<file path="config.mk">
export PLATFORM = sky130hd
export DESIGN_NAME = elm_mac_sequencer
export DESIGN_NICKNAME = d
export VERILOG_FILES = /design/src/rtl/elm_ctrl_pkg.sv /design/src/rtl/elm_valid_delay.sv /design/src/rtl/elm_mac_sequencer.sv
export SDC_FILE = /design/constraint.sdc
export NUM_CORES = 1
export LEC_CHECK = 0
export CAP_MARGIN = 40
export CORE_AREA = 4 4 84 62
export DETAILED_ROUTE_END_ITERATION = 8
export DIE_AREA = 0 0 88 66
export GPL_TIMING_DRIVEN = 1
export REMOVE_ABC_BUFFERS = 1
export SYNTH_ARGS = -nofsm -noshare
export SYNTH_HDL_FRONTEND = slang
export SYNTH_SLANG_ARGS = --single-unit
</file>
<file path="constraint.sdc">
create_clock -name clk -period 2.6 [get_ports clk]
set_input_delay 0.26 -clock clk [delete_from_list [all_inputs] [get_ports clk]]
set_output_delay 0.26 -clock clk [all_outputs]
set_load 0.01 [all_outputs]
</file>
<file path="src/rtl/elm_ctrl_pkg.sv">
// Shared types and default sizing for the ELM layer controller.
package elm_ctrl_pkg;

    typedef enum logic [2:0] {
        IDLE,
        CLEAR,
        FEED,
        DRAIN,
        CAPTURE,
        DONE
    } elm_state_e;

    localparam int ELM_N_IN    = 420;
    localparam int ELM_N_OUT   = 10;
    localparam int ELM_MUL_LAT = 2;

endpackage

</file>
<file path="src/rtl/elm_valid_delay.sv">
// Fixed-depth valid pipeline that lines the issue strobe up with the
// multiplier output; a flush empties it in one cycle.
module elm_valid_delay #(
    parameter int DEPTH = 2
) (
    input  logic clk,
    input  logic rst,
    input  logic flush,
    input  logic din,
    output logic dout
);

    logic [DEPTH-1:0] shift_q;
    logic [DEPTH-1:0] shift_d;

    // Next contents: shift one stage per cycle, or empty everything on flush.
    always_comb begin
        shift_d    = '0;
        shift_d[0] = din;
        for (int i = 1; i < DEPTH; i++) begin
            shift_d[i] = shift_q[i-1];
        end
        if (flush) begin
            shift_d = '0;
        end
    end

    // Delay line storage.
    always_ff @(posedge clk) begin
        if (rst) begin
            shift_q <= '0;
        end else begin
            shift_q <= shift_d;
        end
    end

    assign dout = shift_q[DEPTH-1];

endmodule

</file>
<file path="src/rtl/elm_mac_sequencer.sv">
// Sequences the serial multiply-accumulate datapath over all neurons of one
// ELM layer: clear, stream address pairs, drain the multiplier, capture.
module elm_mac_sequencer
    import elm_ctrl_pkg::*;
#(
    parameter int N_IN    = ELM_N_IN,
    parameter int N_OUT   = ELM_N_OUT,
    parameter int MUL_LAT = ELM_MUL_LAT,
    localparam int IN_AW  = $clog2(N_IN),
    localparam int W_AW   = $clog2(N_IN * N_OUT),
    localparam int N_AW   = (N_OUT > 1) ? $clog2(N_OUT) : 1
) (
    input  logic             clk,
    input  logic             rst,
    input  logic             start,
    input  logic             abort,
    output logic             busy,
    output logic             done,
    output logic [IN_AW-1:0] in_addr,
    output logic [W_AW-1:0]  w_addr,
    output logic             issue,
    output logic             acc_clr,
    output logic             acc_en,
    output logic             capture,
    output logic [N_AW-1:0]  neuron_idx
);

    localparam int DW = (MUL_LAT > 1) ? $clog2(MUL_LAT) : 1;

    elm_state_e       state_q, state_d;
    logic [IN_AW-1:0] in_addr_q, in_addr_d;
    logic [W_AW-1:0]  w_addr_q, w_addr_d;
    logic [N_AW-1:0]  neuron_idx_q, neuron_idx_d;
    logic [DW-1:0]    drain_q, drain_d;
    logic             busy_q, busy_d;
    logic             done_q, done_d;
    logic             issue_q, issue_d;
    logic             acc_clr_q, acc_clr_d;
    logic             capture_q, capture_d;
    logic             flush;

    // Next-state and next-output logic; outputs are computed for the state
    // being entered so that every output leaves a flop.
    always_comb begin
        state_d      = state_q;
        in_addr_d    = in_addr_q;
        w_addr_d     = w_addr_q;
        neuron_idx_d = neuron_idx_q;
        drain_d      = drain_q;
        busy_d       = busy_q;
        done_d       = 1'b0;
        issue_d      = 1'b0;
        acc_clr_d    = 1'b0;
        capture_d    = 1'b0;
        flush        = 1'b0;

        case (state_q)
            IDLE: begin
                if (start) begin
                    state_d   = CLEAR;
                    busy_d    = 1'b1;
                    acc_clr_d = 1'b1;
                    in_addr_d = '0;
                end
            end
            CLEAR: begin
                state_d = FEED;
                issue_d = 1'b1;
            end
            FEED: begin
                w_addr_d = w_addr_q + W_AW'(1);
                if (in_addr_q == IN_AW'(N_IN - 1)) begin
                    state_d = DRAIN;
                    drain_d = '0;
                end else begin
                    in_addr_d = in_addr_q + IN_AW'(1);
                    issue_d   = 1'b1;
                end
            end
            DRAIN: begin
                if (drain_q == DW'(MUL_LAT - 1)) begin
                    state_d   = CAPTURE;
                    capture_d = 1'b1;
                end else begin
                    drain_d = drain_q + DW'(1);
                end
            end
            CAPTURE: begin
                in_addr_d = '0;
                if (neuron_idx_q == N_AW'(N_OUT - 1)) begin
                    state_d      = DONE;
                    done_d       = 1'b1;
                    busy_d       = 1'b0;
                    neuron_idx_d = '0;
                    w_addr_d     = '0;
                end else begin
                    state_d      = CLEAR;
                    acc_clr_d    = 1'b1;
                    neuron_idx_d = neuron_idx_q + N_AW'(1);
                end
            end
            DONE: begin
                state_d = IDLE;
            end
            default: begin
                state_d = IDLE;
            end
        endcase

        if (abort && (state_q != IDLE)) begin
            state_d      = IDLE;
            in_addr_d    = '0;
            w_addr_d     = '0;
            neuron_idx_d = '0;
            drain_d      = '0;
            busy_d       = 1'b0;
            done_d       = 1'b0;
            issue_d      = 1'b0;
            acc_clr_d    = 1'b0;
            capture_d    = 1'b0;
            flush        = 1'b1;
        end
    end

    // Controller state and registered outputs.
    always_ff @(posedge clk) begin
        if (rst) begin
            state_q      <= IDLE;
            in_addr_q    <= '0;
            w_addr_q     <= '0;
            neuron_idx_q <= '0;
            drain_q      <= '0;
            busy_q       <= 1'b0;
            done_q       <= 1'b0;
            issue_q      <= 1'b0;
            acc_clr_q    <= 1'b0;
            capture_q    <= 1'b0;
        end else begin
            state_q      <= state_d;
            in_addr_q    <= in_addr_d;
            w_addr_q     <= w_addr_d;
            neuron_idx_q <= neuron_idx_d;
            drain_q      <= drain_d;
            busy_q       <= busy_d;
            done_q       <= done_d;
            issue_q      <= issue_d;
            acc_clr_q    <= acc_clr_d;
            capture_q    <= capture_d;
        end
    end

    elm_valid_delay #(
        .DEPTH(MUL_LAT)
    ) u_valid_delay (
        .clk  (clk),
        .rst  (rst),
        .flush(flush),
        .din  (issue_q),
        .dout (acc_en)
    );

    assign busy       = busy_q;
    assign done       = done_q;
    assign in_addr    = in_addr_q;
    assign w_addr     = w_addr_q;
    assign issue      = issue_q;
    assign acc_clr    = acc_clr_q;
    assign capture    = capture_q;
    assign neuron_idx = neuron_idx_q;

endmodule

</file>
==> run_1/registers.png <==
Scale: 4 px per um. Other sequential cells in the stronger gray, the rest of the logic in the fainter gray.
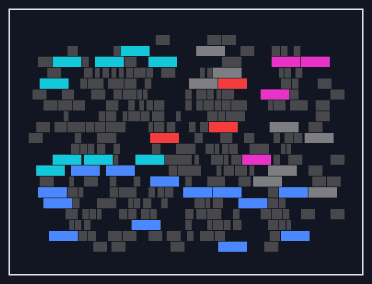
Magenta shows neuron_idx, flops 4. Cyan shows in_addr, flops 9. Blue shows w_addr, flops 13. Red shows state_q, flops 3.
Another 8 sequential cells are not colored.

==> run_1/final_clocks.png <==
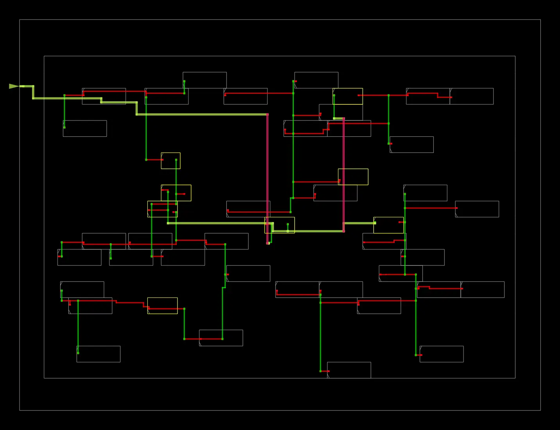
FF+latch count: 37
Late-Pin Clk Latency: 0.29 ns
Final Skew: 0.00719 ns
clk_buf instances: 7
TritonCTS Sinks: 37

==> run_1/pdn.png <==
Scale: 4 px per um. Pins as bars on the die edge.
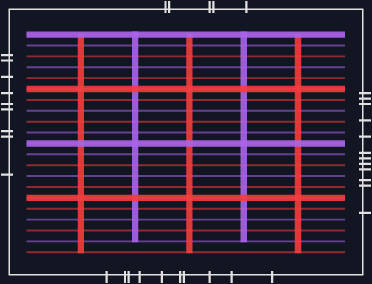
Purple shows VDD. Red shows VSS.
The core has 20 rows. 4 straps on met5. 36 signal pins sit on the boundary.
Max rail drop VDD: 0.000342 V
Die X: 88 um

==> results.ini, run 1 <==
[global_route]
top_usage_layer = met2
grt.overflow.total = 0
track_usage = 0.159
grtUsageMet3 = 0.0448
grt_pass1_wl_mm = 7.22
grt_max_degree = 17
antenna_found_initial = 0

[critical_path]
slowest_delay_ns = 0.61
endpoint = w_addr[10]$_SDFFE_PP0P_
crit_fanout = 16
worstSetupStartpointType = flop
path_cells = nor3b_4, a32oi_2, or4_1, a21oi_1
cp-startpoint = state_q[1]$_SDFFE_PP0P_
cp.arrival_ns = 2.31

[timing]
finalCritPeriodShare = 0.804
hold_viol = 0
finalSetupTns_ns = 0
rsz0062_at_grt = false
drv_slew = 0
period_minus_slack_ns = 2.09
fin_ws_ns = 0.510

[logic_synthesis]
async_flop_share = 0
netlist_top_cells_area = dfxtp_1 (42%), a21oi_1 (4.3%), nand3_1 (4.3%)
ys_cells = 203
synth_area_per_cell_um2 = 8.70
top_cell = dfxtp_1
synth_seq_share = 0.420
ys_sh_aoi = 0.202
common_cells = dfxtp_1 (37), a21oi_1 (15), nand2_1 (15), nand3_1 (15), nor2_1 (14)
yosys_warnings = 0
adder_share = 0.0142
edf_count = 0
synthXorXnorAreaFrac = 0.0248
syn_inst = 203
syn_area_mm2 = 0.00177

[routing]
wl_met1_mm = 2.22
viasPerCell = 5.61
highest_layer = met4
ant_nets = 0
drc = 0
first_pass_iters = 4

[cells_and_area]
mostFrequentLayoutCell = dfxtp_1
multi_input_comb_cells = 157
stdcell_count = 294
final_area_mm2 = 0.00226
buffers_excl_clock = 35
antenna_cells = 0
final_core_util = 0.523
nonClkBufAreaFrac = 0.155
comb_share = 0.437

[placement]
place_hpwl_mm = 3.23
placed_cells = 286
routabilityCongestion = 0.766
place_ws_ns = 0.516

[cts]
tritoncts = built
postCtsHoldBufs = 0
clk_pin_slew_ns = 0.08
cts-root-buf = clkbuf_8
cts_buffers = 5
cts_setup_buffers = 0
cts_max_level = 2

[die]
row_count = 20
io-pin-count = 36
nWellTaps = 55
core_util_floorplan = 0.408
dieArea_mm2 = 0.00581

[power_and_ir_drop]
seqPwrFrac = 0.519
maxPowerGroup = registers
pg_clk_mw = 0.467
p_clk_frac = 0.412
powerComb_mw = 0.0785
p_sw_frac = 0.247

[min_path]
holdPathStages = 2

[run_status]
outcome = completed

[job]
cap_viol_max_count = 0
warnings = 25

==> run 1 -> run 2 <==
- clock period: 2.6 -> 2.1 ns (I/O delays scaled with it)
==> run 2 against run 1 <==
  * Design area rose by 1.8%
  * Core utilization rose by 0.95 points
  * Die size did not move
  * Global-route usage rose by 0.13 points
  * Largest power group unchanged
  * Wire length fell by 2.1%
  * Largest cell class unchanged
  * Final cell count rose by 2.4%
  * Clock power rose by 6.9%
  * First-iteration DRC count fell by 19%
==> results.ini, run 2 <==
[run_status]
outcome = completed  ; unchanged

[cells_and_area]
final_cell_mix = dfxtp_1 (37), clkdlybuf4s50_1 (35), a21oi_1 (15), nand2_1 (15), nand3_1 (15)  ; unchanged
comb_share = 0.430  ; was 0.437
nonClkBufAreaFrac = 0.178  ; was 0.155
ff_count = 37  ; unchanged
final_core_util = 0.532  ; was 0.523
area_dominant_class = combinational gates  ; unchanged
stdcell_count = 301  ; was 294
multi_input_comb_cells = 157  ; unchanged
nClkBuffers = 7  ; unchanged
antenna_cells = 0  ; unchanged
mostFrequentLayoutCell = dfxtp_1  ; unchanged

[die]
row_count = 20  ; unchanged
io-pin-count = 36  ; unchanged
core_util_floorplan = 0.408  ; unchanged
die_x_um = 88  ; unchanged
dieArea_mm2 = 0.00581  ; unchanged
nWellTaps = 55  ; unchanged

[critical_path]
crit_fanout = 10  ; was 16
cpMostUsedCell = a21oi_1
path_cells = nor3b_2, a21oi_1, or3_1, a21oi_1  ; was nor3b_4, a32oi_2, or4_1, a21oi_1
cp-startpoint = state_q[2]$_SDFFE_PP0P_  ; was state_q[1]$_SDFFE_PP0P_
slowest_delay_ns = 0.51  ; was 0.61 ns
cp.arrival_ns = 2.12  ; was 2.31 ns
endpoint = w_addr[4]$_SDFFE_PP0P_  ; was w_addr[10]$_SDFFE_PP0P_

[routing]
wl_met1_mm = 2.13  ; was 2.22 mm
ant_nets = 0  ; unchanged
drc = 0  ; unchanged
first_pass_iters = 4  ; unchanged
highest_layer = met4  ; unchanged
viasPerCell = 5.63  ; was 5.61
via_count = 1695  ; was 1648

[global_route]
track_usage = 0.161  ; was 0.159
grt_max_degree = 13  ; was 17
grt.overflow.total = 0  ; unchanged
antenna_found_initial = 0  ; unchanged
grt_pass1_wl_mm = 7.36  ; was 7.22 mm

[logic_synthesis]
synth_area_per_cell_um2 = 8.70  ; unchanged
top_cell = dfxtp_1  ; unchanged
synth_seq_share = 0.420  ; unchanged
common_cells = dfxtp_1 (37), a21oi_1 (15), nand2_1 (15), nand3_1 (15), nor2_1 (14)  ; unchanged
syn_area_mm2 = 0.00177  ; unchanged
synthXorXnorAreaFrac = 0.0248  ; unchanged
yosys_warnings = 0  ; unchanged
edf_count = 0  ; unchanged
async_flop_share = 0  ; unchanged
ys_cells = 203  ; unchanged
syn_inst = 203  ; unchanged
adder_share = 0.0142  ; unchanged
logic_family = simple AND/OR/NAND/NOR gates  ; unchanged

[timing]
finalCritPeriodShare = 0.908  ; was 0.804
fin_ws_ns = 0.193  ; was 0.510 ns
period_minus_slack_ns = 1.91  ; was 2.09 ns
finalSetupTns_ns = 0  ; unchanged
rsz0062_at_grt = false  ; unchanged
holdWs_ns = 0.480  ; was 0.491 ns
hold_viol = 0  ; unchanged
drv_slew = 0  ; unchanged

[power_and_ir_drop]
p_clk_frac = 0.373  ; was 0.412
maxPowerGroup = registers  ; unchanged
powerComb_mw = 0.113  ; was 0.0785 mW
p_sw_frac = 0.234  ; was 0.247
seqPwrFrac = 0.542  ; was 0.519

[cts]
cts_setup_buffers = 0  ; unchanged
cts_buffers = 5  ; unchanged
clock_latency_ns = 0.29  ; about the same
clkSinkCount = 37  ; unchanged
clk_pin_slew_ns = 0.07  ; was 0.08 ns
cts_max_level = 2  ; unchanged
cts-root-buf = clkbuf_8  ; unchanged

[placement]
place_hpwl_mm = 3.26  ; was 3.23 mm
routabilityCongestion = 0.821  ; was 0.766
place_ws_ns = 0.223  ; was 0.516 ns
placed_cells = 294  ; was 286

[job]
warnings = 25  ; unchanged
cap_viol_max_count = 0  ; unchanged

[min_path]
hp-class = reg -> reg  ; unchanged

==> run_2/pdn.png <==
Scale: 4 px per um. Pins as bars on the die edge.
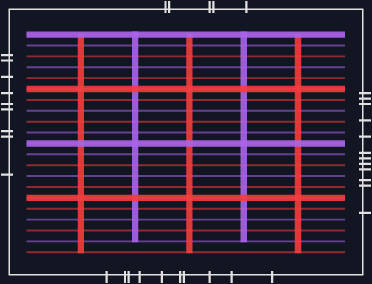
Core ar.: 0.00433 mm2
DIE HEIGHT: 66 um
Max rail drop VDD: 0.000314 V

==> run_2/final_clocks.png <==
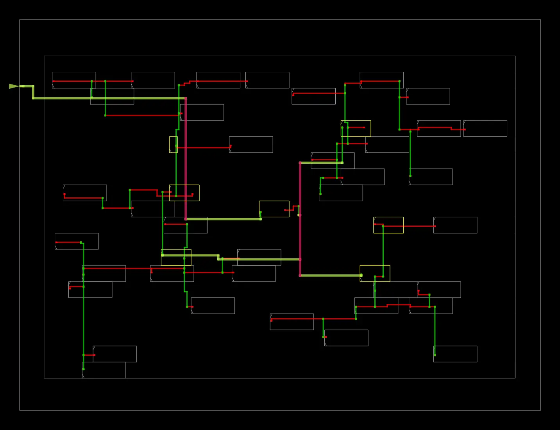
Clk power: 0.499 mW
Final Skew: 0.00798 ns

Power figures rest on the tool's default switching activity, not on a simulated workload.
